`src/rtl/encoder_channel_ctrl.sv`:
```
// encoder_channel_ctrl: routes encoder inc/dec steps to one of three RGB
// channel levels. A debounced push-button cycles the active channel R->G->B.
module encoder_channel_ctrl #(
    parameter int DEBOUNCE_CYCLES = 4,   // 1..65535
    parameter int STEP            = 1,   // 1..255
    parameter bit SATURATE        = 1'b1 // 1 = clamp, 0 = wrap mod 256
) (
    input  logic       clk,
    input  logic       reset,
    input  logic       inc,
    input  logic       dec,
    input  logic       btn,
    output logic [1:0] sel,
    output logic [7:0] value_r,
    output logic [7:0] value_g,
    output logic [7:0] value_b,
    output logic       updated
);

    localparam logic [1:0]  SEL_R    = 2'd0;
    localparam logic [1:0]  SEL_G    = 2'd1;
    localparam logic [1:0]  SEL_B    = 2'd2;
    localparam logic [15:0] CNT_LAST = 16'(DEBOUNCE_CYCLES - 1);
    localparam logic [8:0]  STEP9    = 9'(STEP);

    logic        btn_s1, btn_s2;
    logic        btn_deb;
    logic [15:0] deb_cnt;
    logic        press;
    logic [7:0]  cur;
    logic [8:0]  up9, dn9;
    logic [7:0]  nxt;

    // Debounced level is about to rise on this edge: that is the press event.
    assign press = btn_s2 && !btn_deb && (deb_cnt == CNT_LAST);

    // Two-flop synchroniser for the asynchronous button.
    always_ff @(posedge clk) begin
        if (reset) begin
            btn_s1 <= 1'b0;
            btn_s2 <= 1'b0;
        end else begin
            btn_s1 <= btn;
            btn_s2 <= btn_s1;
        end
    end

    // Debounce: level flips only after DEBOUNCE_CYCLES consecutive disagreements.
    always_ff @(posedge clk) begin
        if (reset) begin
            btn_deb <= 1'b0;
            deb_cnt <= '0;
        end else if (btn_s2 == btn_deb) begin
            deb_cnt <= '0;
        end else if (deb_cnt == CNT_LAST) begin
            btn_deb <= btn_s2;
            deb_cnt <= '0;
        end else begin
            deb_cnt <= deb_cnt + 16'd1;
        end
    end

    // Channel select FSM; advances once per press, release is ignored.
    always_ff @(posedge clk) begin
        if (reset) begin
            sel <= SEL_R;
        end else if (press) begin
            case (sel)
                SEL_R:   sel <= SEL_G;
                SEL_G:   sel <= SEL_B;
                default: sel <= SEL_R;
            endcase
        end
    end

    // Next value of the currently selected channel (9-bit to catch carry/borrow).
    always_comb begin
        case (sel)
            SEL_G:   cur = value_g;
            SEL_B:   cur = value_b;
            default: cur = value_r;
        endcase
        up9 = {1'b0, cur} + STEP9;
        dn9 = {1'b0, cur} - STEP9;
        nxt = cur;
        if (inc && !dec)
            nxt = (SATURATE && up9[8]) ? 8'hFF : up9[7:0];
        else if (dec && !inc)
            nxt = (SATURATE && dn9[8]) ? 8'h00 : dn9[7:0];
    end

    // Write the step result into the pre-edge channel; flag real changes only.
    always_ff @(posedge clk) begin
        if (reset) begin
            value_r <= 8'd0;
            value_g <= 8'd0;
            value_b <= 8'd0;
            updated <= 1'b0;
        end else begin
            updated <= (nxt != cur);
            case (sel)
                SEL_R:   value_r <= nxt;
                SEL_G:   value_g <= nxt;
                SEL_B:   value_b <= nxt;
                default: ;
            endcase
        end
    end

endmodule
```
`config.mk`:
```
export PLATFORM = sky130hd
export DESIGN_NAME = encoder_channel_ctrl
export DESIGN_NICKNAME = d
export VERILOG_FILES = /design/src/rtl/encoder_channel_ctrl.sv
export SDC_FILE = /design/constraint.sdc
export NUM_CORES = 1
export LEC_CHECK = 0
export ABC_CLOCK_PERIOD_IN_PS = 2500
export CORE_MARGIN = 1.5
export CORE_UTILIZATION = 23
export CTS_BUF_LIST = sky130_fd_sc_hd__clkbuf_2
export DETAILED_ROUTE_END_ITERATION = 10
export GPL_TIMING_DRIVEN = 0
export SLEW_MARGIN = 10
export SYNTH_ARGS = -nofsm -noshare
export SYNTH_HDL_FRONTEND = slang
export SYNTH_SLANG_ARGS = --single-unit
```
`constraint.sdc`:
```
create_clock -name clk -period 2.5 [get_ports clk]
set_clock_uncertainty 0.15 [all_clocks]
set_input_delay 0.25 -clock clk [delete_from_list [all_inputs] [get_ports clk]]
set_output_delay 0.25 -clock clk [all_outputs]
set_load 0.02 [all_outputs]
```
### Ports around the boundary, run 1

Pins as bars across the die edge, other pins in grey.
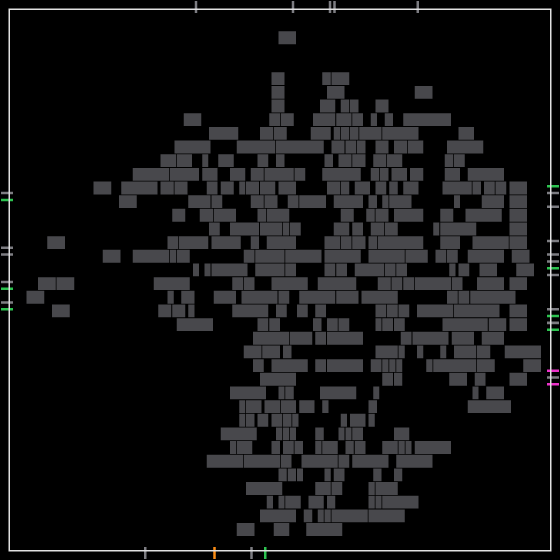
legend:
  orange:
    port: btn
    pins: 1
    direction: input
    edge: bottom
  magenta:
    port: sel
    pins: 2
    direction: output
    edge: right
  green:
    port: value_g
    pins: 8
    direction: output
    edge: 4 right, 3 left, 1 bottom
die width: 108 um
die height: 108 um
I/O Buffers: 31

### Clock wiring as the flow saved it, run 1

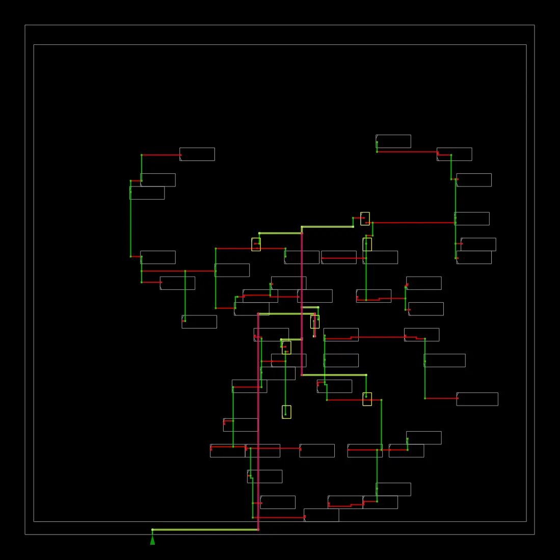
seq_cells: 46
CLK BUF: 7

==> GITHUB_STEP_SUMMARY, run 1 <==
### Metrics collected by this job

| Metric | Value |
|---|---|
| Synthesized-area fraction occupied by adder cells | 3.49% |
| Dominant register cell | dfxtp_1 |
| Max-slew headroom | 61.7% |
| Mapped Area | 0.00251 mm2 |
| Sum of buffers and inverters on the critical path | 3 |
| Seq. cell area | 928 um2 |
| R2r setup slk | 0.09 ns |
| Reg-to-Reg End | value_g[0] |
| Vias per inst | 4.90 |
| Crit path time final | 2.41 ns |
| Largest register FFs | 16 |
| Int Pwr | 935 uW |
| Core Util at FP | 24.0% |
| R2R depth | 9 |
| Clk pwr share | 22.9% |
| Clk sinks | 46 |
| Tcrit/Tclk final | 96.3% |
| Part of the power in registers | 56.8% |
| Setup violators final | 0 |
| Number of global-route vias before repair | 2,108 |
| Mux area share | 0.797% |
| Crit path DAT | 2.61 ns |
| Dominant cells by area after synthesis | dfxtp_1 37%, nand2b_1 5.7%, nor2_1 4.8% |
| Nonclk buf count | 65 |
| Max Fclk | 415 MHz |
| Post-Synth AOI/OAI Area | 26.6% |
| Type of the most critical hold path | in -> reg |
| M1 wire length | 3470 um |
| Status | complete, no violations |
| Number of gates resized after CTS | 18 |
| Max Root-Sink Buffers | 2 |
| Worst setup margin | 0.0920 ns |
| Top layer in use | met4 |
| Postcts setup bufs | 4 |
| Placed cells | 446 |
| Slew Viols, Final | 0 |
| Die footprint | 0.0116 mm2 |
| And+or+nand+nor area frac | 23.7% |
| Most common cell in the synthesized netlist | dfxtp_1 |
| XOR Share, Synth | 5.23% |
| M2 GR Usage | 18.2% |
| Final GP Congestion | 0.887 |
| Met1 usage | 16.9% |
| Invs w/o clock | 7 |
| Most instantiated logic cells after routing | 44 x dfxtp_1, 31 x clkdlybuf4s50_1, 28 x nor2_1, 23 x nand2b_1, 21 x buf_4 |
| Tot Pwr | 1.33 mW |
| Comb gates | 214 |
| Tap cells | 136 |
| Comb pwr share | 20.3% |
| Layout non-clock buf frac | 17.0% |
| Area leader, netlist | dfxtp_1 |
| Layout cells sized above 1 | 25.7% |
| DRC Markers | 0 |
| Pwr top | registers |
| Initial antenna violation count | 0 |
| Avg WL per Cell | 15.3 um |
| Ports | 32 |
| Flop share of the area | 26.8% |
| Logic area | 0.00171 mm2 |
| CP Class | reg -> reg |
| Synthesis Warnings | 0 |
| Pwr per Cell Area | 385 mW/mm2 |
| Comb/total area | 49.3% |
| Cell Rows | 37 |
| Worst r2r src | sel[1] |
| CTS Buf Count | 5 |
| TritonCTS clock tree | yes |
| # Cells Yosys | 279 |
| CTS Hold Bufs | 0 |
| # fillers | 1,102 |
| Final Instance Area | 0.00346 mm2 |
| Synthesized registers | 46 |
| Worst-margin pin slew | 0.575 ns |
| Yosys chip area | 0.00251 mm2 |
| Switching power | 399 uW |
| Syn-to-layout area delta | 37.8% |
| Syn nets | 291 |
| Setup WS pre-CTS | -0.183 ns |
| Critical Path Stages | 9 |
| Hold EP | btn_s1 |
| Final cell count without fillers | 475 |
| Switching portion of total power | 29.9% |
| CP max stage cell | dfxtp_4 |
| CP endpoint kind | flop |
| P_clk | 305 uW |
| CP Cell Sequence | inv_4, ha_4, buf_4, a21oi_2, nand4_4, o311ai_4, buf_6, o22ai_2, o22ai_1 |
| Critical Path Start | sel[1] |
| RSZ-0062 raised after global routing | yes |
| Max_cap viols | 0 |
| CP peak stage delay | 0.43 ns |
| Top logic cell by instance count in the layout | dfxtp_1 |
| Leading cell kind | combinational gates |
| Placed wire-length estimate | 4830 um |
| Most Used Layer, Global Route | met2 |
| Clock Root Buffer | clkbuf_2 |
| Met3 Use GR | 2.54% |
| Seq. pwr | 758 uW |
| WL final | 7250 um |
| Nets@finish | 351 |
| Worst hold slack | 0.259 ns |
| Combinational gate power | 270 uW |
| Post-route ant nets | 0 |
| Startpoint Class | flop |
| Main kind of combinational logic by area | AND-OR/OR-AND gates |
### Register map, names as in the netlist, run 1

Scale bar: 20 um.
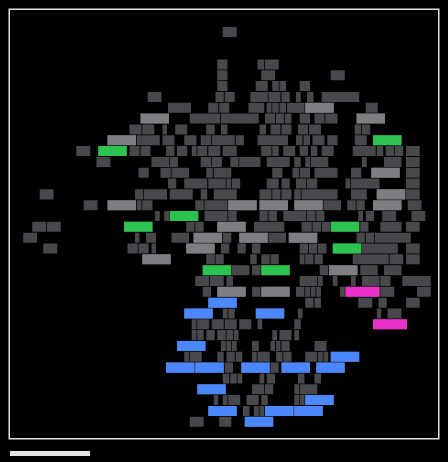
legend:
  blue:
    netlist_name: deb_cnt
    placed_flops: 16
    where: bottom middle
  green:
    netlist_name: value_b
    placed_flops: 8
  magenta:
    netlist_name: sel
    placed_flops: 2

### Selected gate families, run 1

Scale bar: 20 um.
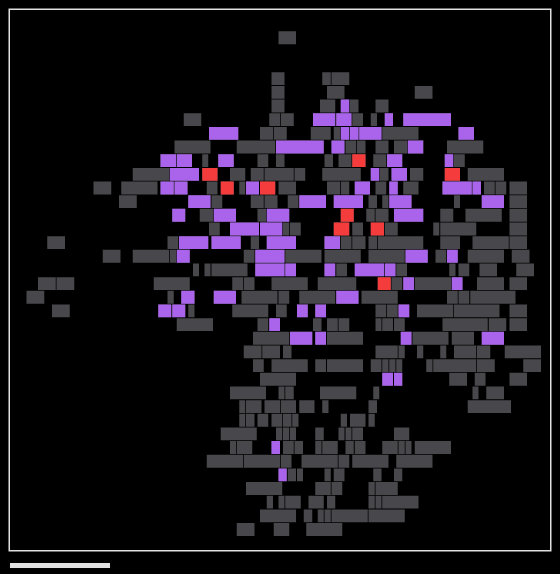

--- run 2 (diff from run 1) ---
Settings changed: ABC_AREA set to 1.
### Selected gate families, run 2

Scale bar: 20 um.
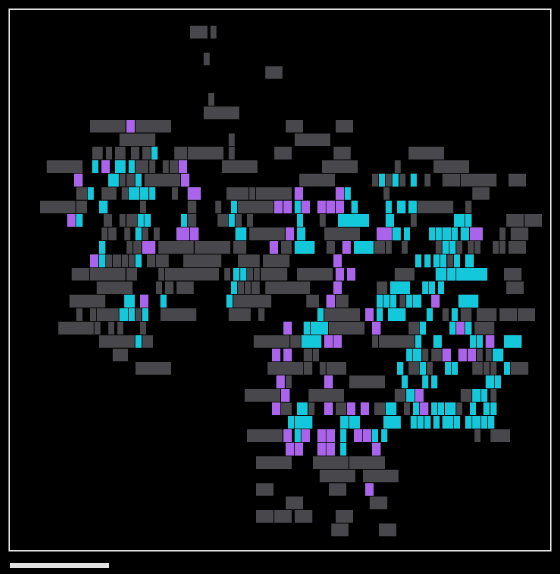
legend:
  cyan:
    family: NAND gates
    cells: 138
    most_used: nand2_1
  purple:
    family: inverting AOI/OAI gates
    cells: 64
    most_used: a21oi_1

==> GITHUB_STEP_SUMMARY, run 2 <==
### Metrics collected by this job

| Metric | Value |
|---|---|
| Status | complete, no violations |
| Startpoint Class | flop |
| Main kind of combinational logic by area | simple AND/OR/NAND/NOR gates |
| Max Root-Sink Buffers | 2 |
| Nets@finish | 424 |
| Invs w/o clock | 38 |
| Critical Path Start | sel[1] |
| CP max stage cell | dfxtp_2 |
| TritonCTS clock tree | yes |
| Die width | 109 um |
| Met3 Use GR | 2.69% |
| Cell Rows | 38 |
| Most common cell in the synthesized netlist | nand2_1 |
| Leading cell kind | combinational gates |
| Largest register FFs | 16 |
| First-pass DRT Iterations | 5 |
| R2R depth | 12 |
| Type of the most critical hold path | in -> reg |
| Max Fclk | 437 MHz |
| Top layer in use | met4 |
| Die footprint | 0.0119 mm2 |
| CTS Buf Count | 5 |
| Tap cells | 140 |
| Max-slew headroom | 65.0% |
| Int Pwr | 1.02 mW |
| # Cells Yosys | 374 |
| And+or+nand+nor area frac | 40.0% |
| R2r setup slk | 0.21 ns |
| Top logic cell by instance count in the layout | nand2_1 |
| Comb pwr share | 17.8% |
| XOR Share, Synth | 0.338% |
| CP peak stage delay | 0.40 ns |
| CLK BUF | 7 |
| Initial antenna violation count | 0 |
| Layout cells sized above 1 | 15.0% |
| Post-route ant nets | 0 |
| Worst-margin pin slew | 0.525 ns |
| Part of the power in registers | 53.5% |
| Worst r2r src | sel[1] |
| Ports | 32 |
| Most instantiated logic cells after routing | 93 x nand2_1, 44 x dfxtp_1, 35 x inv_1, 33 x a21oi_1, 32 x nor2_1 |
| Critical Path Stages | 12 |
| Hold EP | btn_s1 |
| Syn-to-layout area delta | 21.9% |
| Placed cells | 544 |
| Pwr per Cell Area | 452 mW/mm2 |
| Post-Synth AOI/OAI Area | 13.2% |
| M1 wire length | 2980 um |
| Switching power | 407 uW |
| Most Used Layer, Global Route | met2 |
| CP required | 2.67 ns |
| Seq. cell area | 923 um2 |
| Clk pwr share | 28.8% |
| Reg-to-Reg End | value_b[0] |
| CTS Hold Bufs | 0 |
| Core Util at FP | 23.7% |
| CP endpoint kind | flop |
| Clock Root Buffer | clkbuf_2 |
| WL met2 | 3230 um |
| Post-Syn Instances | 374 |
| # fillers | 1,194 |
| Layout non-clock buf frac | 11.4% |
| Setup WS pre-CTS | -0.0110 ns |
| Placed wire-length estimate | 5180 um |
| Seq_cells | 46 |
| Tcrit/Tclk final | 91.6% |
| Seq. pwr | 763 uW |
| M2 GR Usage | 19.7% |
| Tot Pwr | 1.43 mW |
| Syn nets | 386 |
| Met1 usage | 14.6% |
| Clk sinks | 46 |
| Sum of buffers and inverters on the critical path | 2 |
| Flop share of the area | 29.2% |
| Slew Viols, Final | 0 |
| Yosys chip area | 0.00259 mm2 |
| Final Instance Area | 0.00316 mm2 |
| Switching portion of total power | 28.5% |
| Pwr top | registers |
| DRC Markers | 0 |
| Worst setup margin | 0.210 ns |
| Logic area | 0.00149 mm2 |
| Synthesized-area fraction occupied by adder cells | 3.38% |
| Area leader, netlist | dfxtp_1 |
| Combinational gate power | 254 uW |
| Mux area share | 0% |
| Worst hold slack | 0.0511 ns |
| Setup violators final | 0 |
| Mapped Area | 0.00259 mm2 |
| Crit path time final | 2.29 ns |
| Max_cap viols | 0 |
| Comb gates | 280 |
| Postcts setup bufs | 0 |
| CP Cell Sequence | inv_1, ha_4, buf_6, nand3_1, o21ai_2, nand2_1, nor2_4, nand2_1, nand3_1, nand3_1, nand2_1, a21oi_1 |
| CP Class | reg -> reg |
| Vias per inst | 4.59 |
| Number of global-route vias before repair | 2,344 |
| P_clk | 411 uW |
| Synthesis Warnings | 0 |
| Top reg by flops | deb_cnt |
| Number of gates resized after CTS | 1 |
| Comb/total area | 47.2% |
| Die height | 109 um |
| RSZ-0062 raised after global routing | no |
| Synthesized registers | 46 |
| Dominant cells by area after synthesis | dfxtp_1 36%, nand2_1 13%, a21oi_1 6.4% |
| Dominant register cell | dfxtp_1 |
| Nonclk buf count | 41 |
| I/O Buffers | 30 |
| Final GP Congestion | 0.875 |
| Crit path DAT | 2.46 ns |
### Wiring by layer, run 2

Only two layers are drawn.
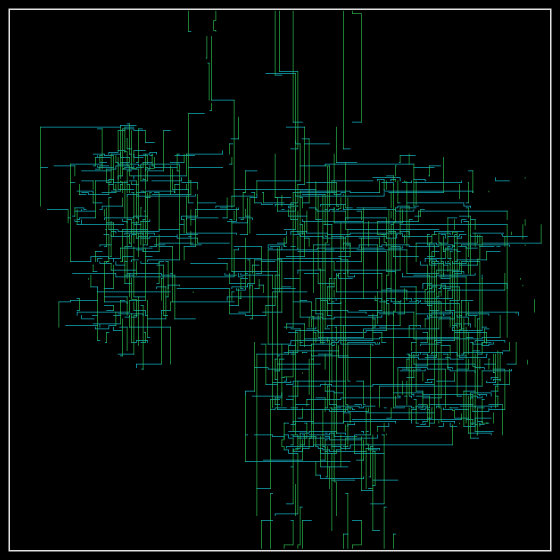
legend:
  cyan:
    layer: metal 1
    wire_length: 2,980 um
  green:
    layer: metal 2
    wire_length: 3,230 um
vias post-DR: 2,536
Avg WL per Cell: 12.0 um
WL final: 6660 um

### Ports around the boundary, run 2

Pins as bars across the die edge, other pins in grey.
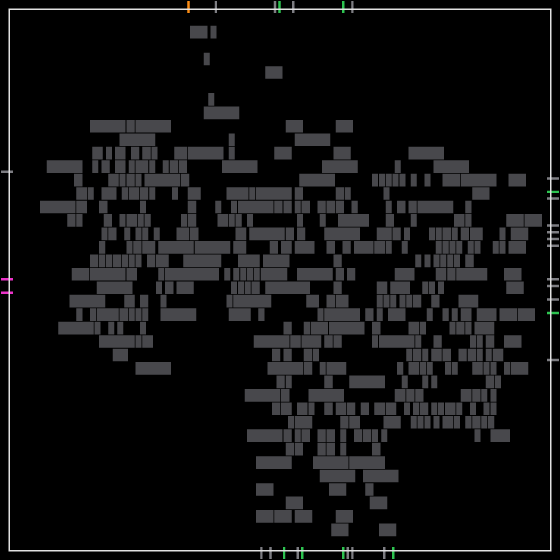

--- run 3 (diff from run 2) ---
Settings changed: CELL_PAD_IN_SITES_DETAIL_PLACEMENT set to 1, CELL_PAD_IN_SITES_GLOBAL_PLACEMENT set to 1, DONT_BUFFER_PORTS set to 1, PLACE_DENSITY_LB_ADDON set to 0.1.
### Ports around the boundary, run 3

Pins as bars across the die edge, other pins in grey.
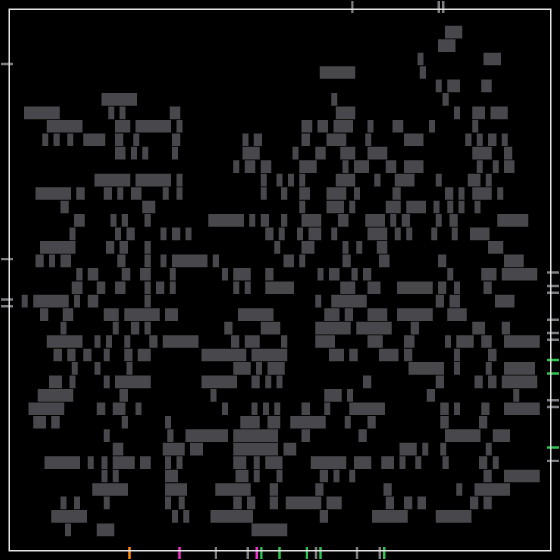
legend:
  magenta:
    port: sel
    pins: 2
    direction: output
    edge: bottom
  orange:
    port: btn
    pins: 1
    direction: input
    edge: bottom
  green:
    port: value_g
    pins: 8
    direction: output
    edge: 5 bottom, 3 right
die height: 109 um
die width: 109 um
I/O Buffers: 0

==> GITHUB_STEP_SUMMARY, run 3 <==
### Metrics collected by this job

| Metric | Value |
|---|---|
| Status | complete, no violations |
| Seq_cells | 46 |
| Yosys chip area | 0.00259 mm2 |
| Critical Path Stages | 13 |
| Number of gates resized after CTS | 8 |
| CTS Hold Bufs | 3 |
| Final GP Congestion | 0.724 |
| DRC Markers | 0 |
| Top layer in use | met4 |
| Tot Pwr | 1.42 mW |
| Worst setup margin | 0.101 ns |
| Crit path DAT | 2.67 ns |
| M1 wire length | 3840 um |
| Syn nets | 386 |
| Top reg by flops | deb_cnt |
| Met1 usage | 18.0% |
| Dominant cells by area after synthesis | dfxtp_1 36%, nand2_1 13%, a21oi_1 6.4% |
| Invs w/o clock | 38 |
| Syn-to-layout area delta | 22.2% |
| CLK BUF | 5 |
| And+or+nand+nor area frac | 40.0% |
| Vias per inst | 4.62 |
| Cell Rows | 38 |
| WL met2 | 4130 um |
| Mux area share | 0% |
| Number of global-route vias before repair | 2,459 |
| Startpoint Class | flop |
| Met3 Use GR | 3.89% |
| Clk pwr share | 24.8% |
| Final cell count without fillers | 535 |
| CP Cell Sequence | clkinvlp_4, ha_4, buf_6, or2_4, nand2_4, nand3_4, nor2_4, inv_2, nor2_4, nand2_1, nand2_1, nand2_2, a21oi_2 |
| Worst hold slack | 0.0594 ns |
| Largest register FFs | 16 |
| Synthesized registers | 46 |
| Main kind of combinational logic by area | simple AND/OR/NAND/NOR gates |
| Slew Viols, Final | 0 |
| Top logic cell by instance count in the layout | nand2_1 |
| R2r setup slk | 0.10 ns |
| Most Used Layer, Global Route | met2 |
| Pwr top | registers |
| XOR Share, Synth | 0.338% |
| Avg WL per Cell | 15.7 um |
| Int Pwr | 916 uW |
| Seq. cell area | 928 um2 |
| RSZ-0062 raised after global routing | yes |
| WL final | 8420 um |
| Comb pwr share | 20.0% |
| Post-route ant nets | 0 |
| Logic area | 0.00170 mm2 |
| Setup violators final | 0 |
| R2R depth | 13 |
| Comb/total area | 53.6% |
| Synthesized-area fraction occupied by adder cells | 3.38% |
| Critical Path Start | sel[0] |
| Most instantiated logic cells after routing | 82 x nand2_1, 44 x dfxtp_1, 32 x inv_1, 30 x nor2_1, 27 x a21oi_1 |
| M2 GR Usage | 25.5% |
| Nets@finish | 406 |
| # fillers | 1,370 |
| CTS Buf Count | 5 |
| Mapped Area | 0.00259 mm2 |
| First-pass DRT Iterations | 3 |
| Leading cell kind | combinational gates |
| Post-Synth AOI/OAI Area | 13.2% |
| Synthesis Warnings | 0 |
| Placed wire-length estimate | 6190 um |
| Tap cells | 140 |
| Worst-margin pin slew | 0.584 ns |
| Setup WS pre-CTS | -0.309 ns |
| Max Root-Sink Buffers | 2 |
| Placed cells | 514 |
| Hold EP | updated |
| CP peak stage delay | 0.48 ns |
| Max_cap viols | 0 |
| Type of the most critical hold path | in -> reg |
| Sum of buffers and inverters on the critical path | 3 |
| # Cells Yosys | 374 |
| Final Instance Area | 0.00317 mm2 |
| Die footprint | 0.0119 mm2 |
| Clock Root Buffer | clkbuf_2 |
### Clock wiring as the flow saved it, run 3

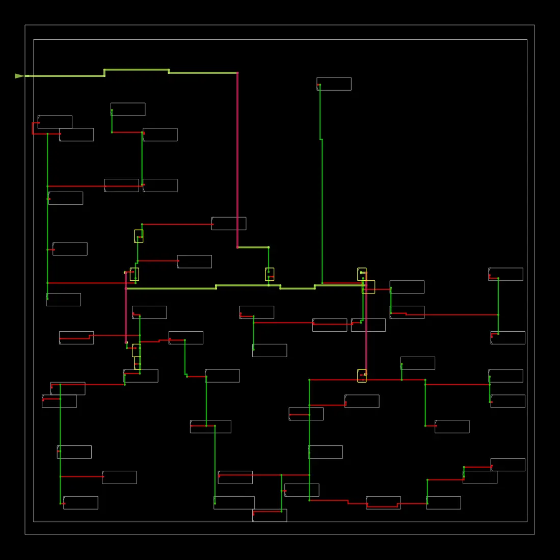
P_clk: 350 uW
clk sinks: 46

Power figures rest on the tool's default switching activity, not on a simulated workload.
